==> run_1/io_fan.png <==
Scale: 2 px per um.
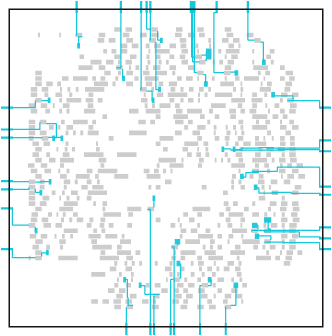
==> run_1/wires.png <==
Scale: 3 px per um. Two of the layers only.
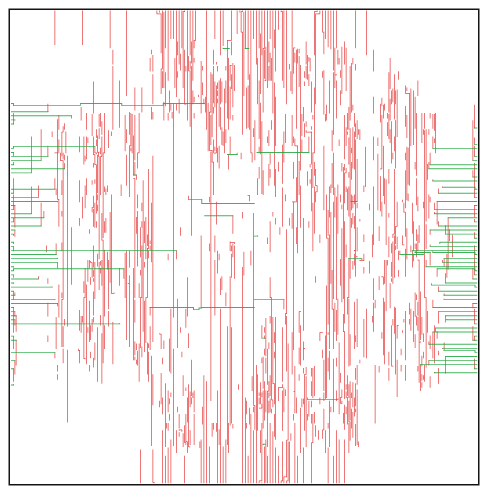
==> run_1/placement.png <==
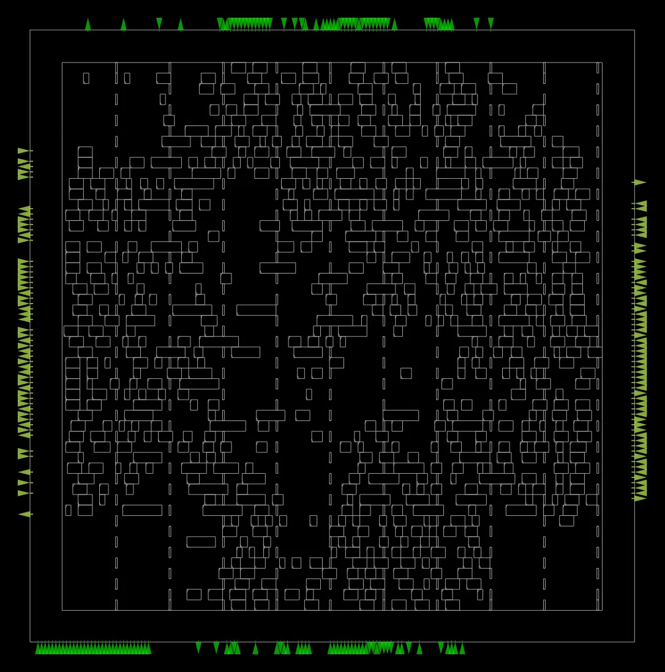
==> run_1/io_placement.png <==
Scale: 3 px per um. Pins as bars across the die edge, other pins in grey.
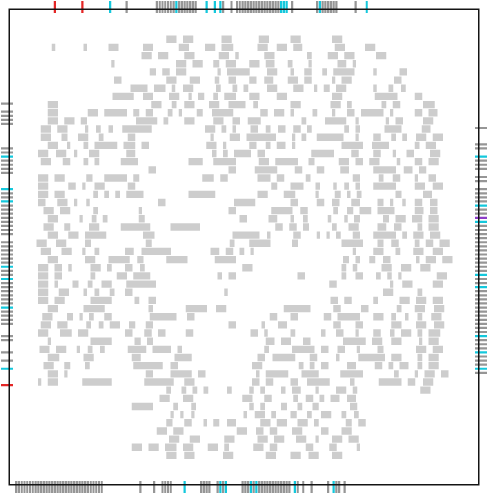
===== src/rtl/pc_sequencer.sv =====
// Fetch-stage program counter with prioritised redirects (branch > stall > call > return > jump > step).
// Optional return-address stack is built when the PC_RAS_EN macro is defined.
module pc_sequencer #(
    parameter int               WIDTH     = 32,
    parameter logic [WIDTH-1:0] RESET_PC  = WIDTH'(100),
    parameter logic [WIDTH-1:0] INCR      = WIDTH'(4),
    parameter int               RAS_DEPTH = 4
) (
    input  logic                             clk,
    input  logic                             rst,
    input  logic                             stall,
    input  logic                             br_taken,
    input  logic [WIDTH-1:0]                 br_target,
    input  logic                             jmp_en,
    input  logic [WIDTH-1:0]                 jmp_target,
    input  logic                             call_en,
    input  logic [WIDTH-1:0]                 call_target,
    input  logic [WIDTH-1:0]                 link_addr,
    input  logic                             ret_en,
    input  logic [WIDTH-1:0]                 ret_target,
    output logic [WIDTH-1:0]                 pc,
    output logic [WIDTH-1:0]                 pc_plus4,
    output logic [$clog2(RAS_DEPTH+1)-1:0]   ras_count
);

    localparam int CW = $clog2(RAS_DEPTH + 1);

    logic [WIDTH-1:0] pc_r;
    logic [WIDTH-1:0] pc_next_s;
    logic [WIDTH-1:0] pc_plus4_s;
    logic [WIDTH-1:0] ras_top_s;
    logic             ras_nonempty_s;
    logic             push_s;
    logic             pop_s;

    assign pc_plus4_s = pc_r + INCR;
    assign pc         = pc_r;
    assign pc_plus4   = pc_plus4_s;

    // Next-PC selection; a taken branch beats a stall, and a stall suppresses all ID-stage redirects
    always_comb begin
        pc_next_s = pc_plus4_s;
        push_s    = 1'b0;
        pop_s     = 1'b0;
        if (br_taken) begin
            pc_next_s = br_target;
        end else if (stall) begin
            pc_next_s = pc_r;
        end else if (call_en) begin
            pc_next_s = call_target;
            push_s    = 1'b1;
        end else if (ret_en) begin
            if (ras_nonempty_s) begin
                pc_next_s = ras_top_s;
                pop_s     = 1'b1;
            end else begin
                pc_next_s = ret_target;
            end
        end else if (jmp_en) begin
            pc_next_s = jmp_target;
        end else begin
            pc_next_s = pc_plus4_s;
        end
    end

    // Fetch address register
    always_ff @(posedge clk) begin
        if (rst) begin
            pc_r <= RESET_PC;
        end else begin
            pc_r <= pc_next_s;
        end
    end

`ifdef PC_RAS_EN
    localparam int PW = $clog2(RAS_DEPTH);

    logic [WIDTH-1:0] ras_mem_r [RAS_DEPTH];
    logic [PW-1:0]    top_r;
    logic [CW-1:0]    cnt_r;

    // Circular pointer step; depth need not be a power of two
    function automatic logic [PW-1:0] ptr_inc(input logic [PW-1:0] p);
        logic [PW-1:0] n;
        if (p == PW'(RAS_DEPTH - 1)) begin
            n = '0;
        end else begin
            n = p + PW'(1);
        end
        return n;
    endfunction

    function automatic logic [PW-1:0] ptr_dec(input logic [PW-1:0] p);
        logic [PW-1:0] n;
        if (p == PW'(0)) begin
            n = PW'(RAS_DEPTH - 1);
        end else begin
            n = p - PW'(1);
        end
        return n;
    endfunction

    assign ras_top_s      = ras_mem_r[top_r];
    assign ras_nonempty_s = (cnt_r != CW'(0));
    assign ras_count      = cnt_r;

    // Stack pointer and occupancy; a push when full overwrites the oldest slot and saturates the count
    always_ff @(posedge clk) begin
        if (rst) begin
            top_r <= '0;
            cnt_r <= '0;
        end else if (push_s) begin
            top_r <= ptr_inc(top_r);
            if (cnt_r != CW'(RAS_DEPTH)) begin
                cnt_r <= cnt_r + CW'(1);
            end else begin
                cnt_r <= cnt_r;
            end
        end else if (pop_s) begin
            top_r <= ptr_dec(top_r);
            cnt_r <= cnt_r - CW'(1);
        end else begin
            top_r <= top_r;
            cnt_r <= cnt_r;
        end
    end

    // Entry storage; contents are don't-care after reset so no reset is applied
    always_ff @(posedge clk) begin
        if (!rst && push_s) begin
            ras_mem_r[ptr_inc(top_r)] <= link_addr;
        end else begin
            ras_mem_r[ptr_inc(top_r)] <= ras_mem_r[ptr_inc(top_r)];
        end
    end
`else
    logic unused_s;

    assign ras_top_s      = '0;
    assign ras_nonempty_s = 1'b0;
    assign ras_count      = CW'(0);
    assign unused_s       = ^{push_s, pop_s, link_addr};
`endif

endmodule


===== config.mk =====
export PLATFORM = sky130hd
export DESIGN_NAME = pc_sequencer
export DESIGN_NICKNAME = d
export VERILOG_FILES = /design/src/rtl/pc_sequencer.sv
export SDC_FILE = /design/constraint.sdc
export NUM_CORES = 1
export LEC_CHECK = 0
export CAP_MARGIN = 10
export CELL_PAD_IN_SITES_DETAIL_PLACEMENT = 2
export CELL_PAD_IN_SITES_GLOBAL_PLACEMENT = 2
export CORE_AREA = 8 8 148 150
export DETAILED_ROUTE_END_ITERATION = 7
export DIE_AREA = 0 0 156 158
export PLACE_DENSITY_LB_ADDON = 0.3
export SYNTH_ARGS = -nofsm -noshare
export SYNTH_HDL_FRONTEND = slang
export SYNTH_SLANG_ARGS = --single-unit

===== constraint.sdc =====
create_clock -name clk -period 2.3 [get_ports clk]
set_input_delay 0.575 -clock clk [delete_from_list [all_inputs] [get_ports clk]]
set_output_delay 0.575 -clock clk [all_outputs]
set_load 0.03 [all_outputs]

==> job_summary.md, run 1 <==
### Flow metrics

| Metric | Value |
|---|---|
| Syn Inst Count | `428` |
| Post-Synthesis Cell Area | `3070 um^2` |
| WS Path Type | `register to primary output` |
| Cts bufs inserted | `5` |
| Antenna-violating nets left | `0` |
| Most used DFF post-synth | `dfxtp_1` |
| MUX share of area | `0.02037` |
| Synth top cells by count | `a21oi_1, nand2_1, dfxtp_1, o21ai_0, clkbuf_1` |
| Status | `complete, but fails checks` |
| Final setup vio count | `22` |
| Endpoint type of the worst setup path | `primary output` |
| Post-layout worst setup margin | `-0.2889 ns` |
| Final Non-Filler Cells | `942` |
| DRT iter0 DRCs | `127` |
| Placed Instances | `916` |
| CP max FO | `7` |
| YS chip area | `3070 um^2` |
| Clock latency on the worst-skew pair | `0.29 ns` |
| Cells in synth_stat.txt | `428` |
| Nets | `839` |
| Drc violations | `0` |
| Post-layout minimum cycle time | `2.589 ns` |
| H-Tree Depth | `2` |
| Register area share after synthesis | `0.2086` |
| Synthesis-to-finish area growth | `104.5%` |
| Layout cell share with drive strength beyond 1 | `0.2679` |
| Max-cap violations | `0` |
| Logic family by area | `AND-OR/OR-AND gates` |
| FP Core Util | `0.1558` |
| N_diodes | `0` |
| WHS | `0.5260 ns` |
| Initial antenna violation count | `0` |
| Final Cell Area | `6280 um^2` |
| Place WS | `-0.1171 ns` |
| First-pass iteration count of the detailed router | `5` |
| Post-synth top area cell | `dfxtp_1` |
| Hold buffers post-CTS | `0` |
| Area share, top type | `0.2086` |
| Leak Pwr | `2.574 nW` |
| Most common cell in the synthesized netlist | `a21oi_1` |
| Async SR Flop Fraction | `0` |
| DPL Wire Length | `15370 um` |
| WP data required | `1.73 ns` |
| Die area | `24650 um^2` |
| Unrepaired setup endpoints after global routing | `yes` |
| Layout Skew | `0.006915 ns` |
| Peak supply drop | `0.0002280 V` |
| CTS Sinks | `32` |
| DP Area | `5814 um^2` |
| Pins over their slew limit | `0` |
| PD cells | `408.9 nW/um^2` |
| Final Power | `2.568 mW` |
| Longest Clk Path Bufs | `2` |
| Adder and majority gate portion of the synthesized area | `0.004075` |
| Setup_tns | `-3.709 ns` |
| Synth Warn # | `0` |
| Total gr overflow | `0` |
| Failing checks | `negative setup slack` |
| Gpl congestion | `0.8065` |
| CP Data Arrival Time | `2.01 ns` |
| Main area contributors | `dfxtp_1, a21oi_1, a221o_1, nand2_1, a32o_1` |
| Simple-Gate Area Share | `0.2661` |
| Largest net degree at the start of global routing | `31` |
| Fillcell total | `2278` |
| Crit path launch type | `register` |
| Yosys xor share | `0.08965` |
| Tool warnings | `61` |
| Post-synthesis average cell area | `7.174 um^2` |
| CORE AREA | `19710 um^2` |
| Root Driver | `clkbuf_16` |
| Hold Crit Class | `register to register` |
| Clock-pin slew on the worst setup and hold paths | `0.06 ns` |
| First-pass GRT wire length | `29080 um` |
| Vias per cell | `4.572` |
| Final hold vios | `0` |
| CTS tree | `done` |
| Synthesized registers | `32` |
| Post-layout period usage of the worst path | `1.126` |
| Aoi share | `0.3178` |
| Synth cell types | `53` |
| Max reg flops | `32` |
| Fmax | `0.3863 GHz` |
| Number of enable flip-flop cells | `0` |
| Vias in the first global route | `4900` |
About io_fan.png:
- cyan: br_target (bits 32; direction input; edge 10 north, 8 east, 7 west, 7 south; end cells 32; wire 1070 um)
IO Pins: 234
Port-buffer cells: 198

About wires.png:
- red: metal 2 (wire length 9590 um)
- green: metal 3 (wire length 1180 um)
DRT Wirelength: 19090 um
total track usage: 0.1528
routed via count: 4307
per-cell routed wire length: 20.27 um

About placement.png:
Seq area share: 0.1054
Post-Route Utilization: 0.3185
Flops: 32
Rows: 52

About io_placement.png:
- cyan: br_target (pins 32; direction input; edge 10 north, 8 east, 7 west, 7 south)
- red: ras_count (pins 3; direction output; edge 2 north, 1 west)
- purple: stall (pins 1; direction input; edge east)
- all pins by edge: 74 south, 55 east, 54 north, 51 west
Die H: 158 um
die width: 156 um

==> run 1: cell usage in the layout, fill, tap and decap left out, drive strengths merged, types with 8 or more instances in the layout <==
master           n
clkdlybuf4s50  165
buf            113
a21oi           60
nand2           38
dfxtp           32
o21ai           30
nor2            23
inv             20
xnor2           18
nand2b          15
a221o           15
nor3            15
a32o            14
nand3           14
nand4           11
xor2            10
a221oi           8
==> run 1: area by class of cell <==
type | instances | area [um^2] | area share
clock buffers | 6 | 138.9 | 0.02212
inverters | 21 | 78.83 | 0.01255
repair buffers | 278 | 2584 | 0.4114
flip-flops and latches | 32 | 661.9 | 0.1054
clock inverters | 2 | 10.01 | 0.001594
multi-input cells | 333 | 2469 | 0.3931
well taps | 270 | 337.8 | 0.05380
==> run 1: where the power goes <==
part | leakage (nW) | internal [mW] | switching (mW) | total (mW)
logic | 2.23 | 0.606 | 0.603 | 1.21
registers | 0.270 | 0.605 | 0.0456 | 0.650
clock network | 0.0766 | 0.427 | 0.281 | 0.708
==> run 1: critical path, stage by stage (launching register included) <==
cell and delay (ns):
dfxtp_2 0.36, nand4_4 0.21, nor4_4 0.36, buf_6 0.16, buf_4 0.12, buf_4 0.11, nand3_4 0.09, xnor2_4 0.16
buf_6 0.15
==> run 1: cells by family after synthesis <==
group	count (synthesis)
multiplexers	6
AND-OR/OR-AND	148
other	1
adder cells (fa/ha/maj)	1
XOR/XNOR	28
flip-flops	32
AND/OR/NAND/NOR	147
buffers and inverters	65
==> run 1: layer usage <==
metal / share of wire / track usage / wire length (um) / vias to the layer above
met3: 0.062 / 0.04313 / 1184 / 15
li1: - / - / - / 2058
met5: 0 / 0 / 0 / -
met2: 0.50 / 0.2713 / 9586 / 129
met4: 0.012 / 0.02957 / 228 / 0
met1: 0.42 / 0.1802 / 8091 / 2105
==> run 1: timing repair <==
action / CTS / global route
endpoints found under the setup margin: 26 / 25
gates resized: 24 / 11
setup buffers: 8 / 10
pin swaps: 10 / 11
==> run 1: worst paths after layout <==
| kind | startpoint | endpoint | slack (ns) | depth (start not counted) |
|---|---|---|---|---|
| worst max-delay path | pc[13] | pc_plus4[24] | -0.29 | 8 |
| worst min-delay path | pc[0] | pc[0] | 0.53 | 2 |
| worst max register to register | pc[8] | pc[11] | 0.23 | 8 |
| worst min register to register | pc[0] | pc[0] | 0.53 | 2 |
==> run 2: changes to the inputs <==
--- a/config.mk
+++ b/config.mk
@@ -9,6 +9,7 @@
 export CELL_PAD_IN_SITES_DETAIL_PLACEMENT = 2
 export CELL_PAD_IN_SITES_GLOBAL_PLACEMENT = 2
 export CORE_AREA = 8 8 148 150
+export CTS_CLUSTER_SIZE = 12
 export DETAILED_ROUTE_END_ITERATION = 7
 export DIE_AREA = 0 0 156 158
 export PLACE_DENSITY_LB_ADDON = 0.3
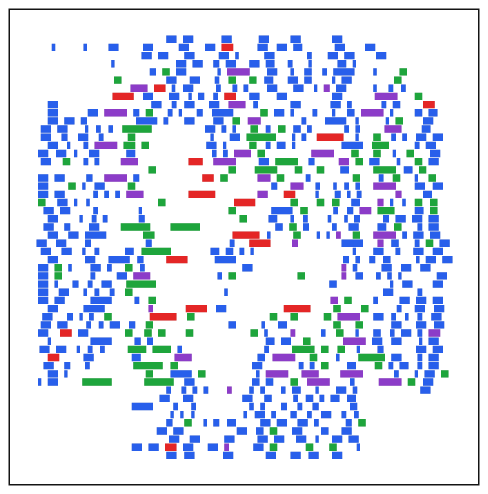
(run_2/sizes.png)
Scale: 3 px per um.
- green: _3 and _4 cells (cells 114)
- red: _6 and larger (cells 20)
- purple: _2 cells (cells 46)
- blue: _0 and _1 cells (cells 492)
post-layout worst setup margin: -0.2889 ns
Final Cell Area: 6280 um^2
nonclk buf count: 278
synthesis-to-finish area growth: 104.5%

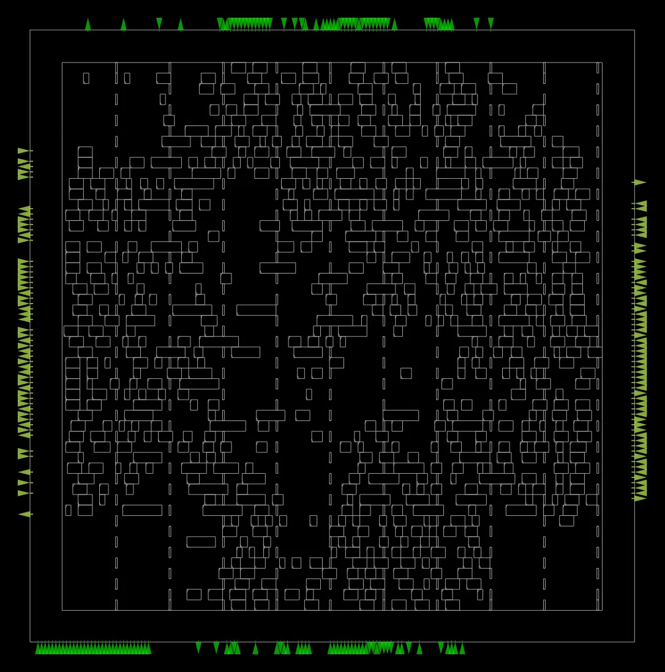
(run_2/placement.png)
fillcell total: 2278
Final Non-Filler Cells: 942
Well Taps: 270

==> run 2 against run 1 <==
Net effect:
- the flow still finishes with violations (negative setup slack)
- critical path depth unchanged
- power did not move
- combinational power is essentially flat
- critical path type unchanged
- setup slack is the same
- largest power group unchanged
- die area is the same
- hold slack stayed put
- clock skew unchanged
- fmax unchanged
- count of clock-buffer cells in the layout unchanged
==> job_summary.md, run 2 <==
### Flow metrics

| Metric | Value |
|---|---|
| Status | `complete, but fails checks (unchanged)` |
| Failing checks | `negative setup slack (unchanged)` |
| DP Area | `5814 um^2 (unchanged)` |
| GRT Max-Usage Layer | `met2 (unchanged)` |
| Per-cell routed wire length | `20.27 um (unchanged)` |
| Largest net degree at the start of global routing | `31 (unchanged)` |
| Hold Path Depth | `2 (unchanged)` |
| CORE AREA | `19710 um^2 (unchanged)` |
| Hold buffers post-CTS | `0 (unchanged)` |
| Top logic cells by instance count in the layout | `clkdlybuf4s50_1, buf_4, a21oi_1 (unchanged)` |
| Area share, top type | `0.2086 (unchanged)` |
| Leak Pwr | `2.574 nW (unchanged)` |
| WS Path Type | `register to primary output (unchanged)` |
| Gpl congestion | `0.8065 (unchanged)` |
| Cells in synth_stat.txt | `428 (unchanged)` |
| First-pass iteration count of the detailed router | `5 (unchanged)` |
| Crit Reg-Reg Endpoint | `pc[11] (unchanged)` |
| Rows | `52 (unchanged)` |
| Crit path launch type | `register (unchanged)` |
| Die area | `24650 um^2 (unchanged)` |
| Fmax | `0.3863 GHz (unchanged)` |
| Post-Synthesis Cell Area | `3070 um^2 (unchanged)` |
| Worst Reg-to-Reg Cells | `8 (unchanged)` |
| Hold Crit Class | `register to register (unchanged)` |
| H-Tree Depth | `2 (unchanged)` |
| YS chip area | `3070 um^2 (unchanged)` |
| Placed Instances | `916 (unchanged)` |
| Post-synth top area cell | `dfxtp_1 (unchanged)` |
| DPL Wire Length | `15370 um (unchanged)` |
| Post-synthesis average cell area | `7.174 um^2 (unchanged)` |
| WP data required | `1.73 ns (about the same)` |
| Syn Inst Count | `428 (unchanged)` |
| Longest Clk Path Bufs | `2 (unchanged)` |
| First-pass GRT wire length | `29080 um (unchanged)` |
| Clock latency on the worst-skew pair | `0.29 ns (about the same)` |
| Port-buffer cells | `198 (unchanged)` |
| Die H | `158 um (unchanged)` |
| Root Driver | `clkbuf_16 (unchanged)` |
| Async SR Flop Fraction | `0 (unchanged)` |
| Pins over their slew limit | `0 (unchanged)` |
| Vias in the first global route | `4900 (unchanged)` |
| Final setup vio count | `22 (unchanged)` |
| CTS tree | `done (unchanged)` |
| Register area share after synthesis | `0.2086 (unchanged)` |
| R2R setup slack | `0.23 ns (about the same)` |
| FP Core Util | `0.1558 (unchanged)` |
| Post-layout minimum cycle time | `2.589 ns (unchanged)` |
| Max reg flops | `32 (unchanged)` |
| DRT iter0 DRCs | `127 (unchanged)` |
| Synth Warn # | `0 (unchanged)` |
| Layout cell share with drive strength beyond 1 | `0.2679 (unchanged)` |
| Vias per cell | `4.572 (unchanged)` |
| Final hold vios | `0 (unchanged)` |
| Clock-pin slew on the worst setup and hold paths | `0.06 ns (about the same)` |
| Number of enable flip-flop cells | `0 (unchanged)` |
| Reg2Reg Launch Point | `pc[8] (unchanged)` |
| CP max FO | `7 (unchanged)` |
| CP Data Arrival Time | `2.01 ns (about the same)` |
| Synthesized registers | `32 (unchanged)` |
| Post-layout period usage of the worst path | `1.126 (unchanged)` |
| Unrepaired setup endpoints after global routing | `yes (unchanged)` |
| DRT Wirelength | `19090 um (unchanged)` |
| Antenna-violating nets left | `0 (unchanged)` |
| Synth cell types | `53 (unchanged)` |
| Nets | `839 (unchanged)` |
| Most common cell in the synthesized netlist | `a21oi_1 (unchanged)` |
| Peak supply drop | `0.0002280 V (unchanged)` |
| Hold EP | `pc[0] (unchanged)` |
| Routed via count | `4307 (unchanged)` |
| Met2 GRT Util | `0.2713 (unchanged)` |
| Max-cap violations | `0 (unchanged)` |
| Initial antenna violation count | `0 (unchanged)` |
| N_diodes | `0 (unchanged)` |
| Post-layout worst setup margin | `-0.2889 ns (unchanged)` |
| Total track usage | `0.1528 (unchanged)` |
| GR Layer Usage met1 | `0.1802 (unchanged)` |
| Hold Startpoint | `pc[0] (unchanged)` |
| Crit. Startpoint | `pc[13] (unchanged)` |
| CTS Sinks | `32 (unchanged)` |
| Most used DFF post-synth | `dfxtp_1 (unchanged)` |
## run 2: per-stage QoR
step / hold WS, ns / setup WS [ns] / total power [mW] / util / setup TNS, ns
floorplan: 0.6192 / -0.02454 / 1.209 / - / -0.05750
global placement: 0.5014 / -0.08086 / 1.809 / 0.2949 / -0.5070
detailed placement: 0.5170 / -0.1171 / 1.831 / 0.2949 / -0.6384
CTS: 0.5299 / -0.3228 / 2.610 / 0.3119 / -4.039
global route: 0.5465 / -0.4455 / 2.721 / 0.3185 / -6.577
finish: 0.5260 / -0.2889 / 2.568 / 0.3185 / -3.709
## run 2: kinds of logic (layout without fill, tap and decap cells)
kind of cell               count (synthesis)  count (layout)  synth area share
xor gates and xnor gates                  28              28           0.08965
muxes                                      6               6           0.02037
other                                      1               3          0.001221
DFF                                       32              32            0.2086
AOI/OAI and AO/OA                        148             148            0.3178
adders and majority gates                  1               1          0.004074
and+or+nand+nor                          147             147            0.2661
buffers and inverters                     65             307           0.09209
## run 2: critical path, stage by stage, from the launching register on
cell and delay [ns]:
dfxtp_2 0.36, nand4_4 0.21, nor4_4 0.36, buf_6 0.16, buf_4 0.12, buf_4 0.11, nand3_4 0.09, xnor2_4 0.16
buf_6 0.15
## run 2: worst max path at each step
stage / to / slack, ns / cells after the start
6_report: pc_plus4[24] / -0.29 / 8
5_1_grt: pc_plus4[22] / -0.45 / 7
4_1_cts: pc_plus4[28] / -0.32 / 7
3_5_place_dp: pc_plus4[28] / -0.12 / 7
3_3_place_gp: pc[31] / -0.08 / 6
2_1_floorplan: pc_plus4[15] / -0.02 / 4
## run 2: power by group
part | switching [mW] | internal (mW) | total (mW)
logic | 0.603 | 0.606 | 1.21
registers | 0.0456 | 0.605 | 0.650
clock network | 0.281 | 0.427 | 0.708
## run 2: area by class of cell
cell class                      instances  area, um^2
Clock buffer                            6       138.9
Clock inverter                          2       10.01
Fill cell                            2278       13430
Inverter                               21       78.83
Multi-Input combinational cell        333        2469
Sequential cell                        32       661.9
Tap cell                              270       337.8
Timing Repair Buffer                  278        2584
## run 2: repair_timing
item | CTS | global route
buffers inserted | 8 | 10
endpoints found under the hold margin | 0 | 0
gates resized | 24 | 11
pin swaps | 10 | 11
endpoints found under the setup margin | 26 | 25
## run 2: metal layers
layer / wire length, um / part of all wire
met1: 8091 / 0.42
met5: 0 / 0
met4: 228 / 0.012
met3: 1184 / 0.062
met2: 9586 / 0.50
Power figures rest on the tool's default switching activity, not on a simulated workload.
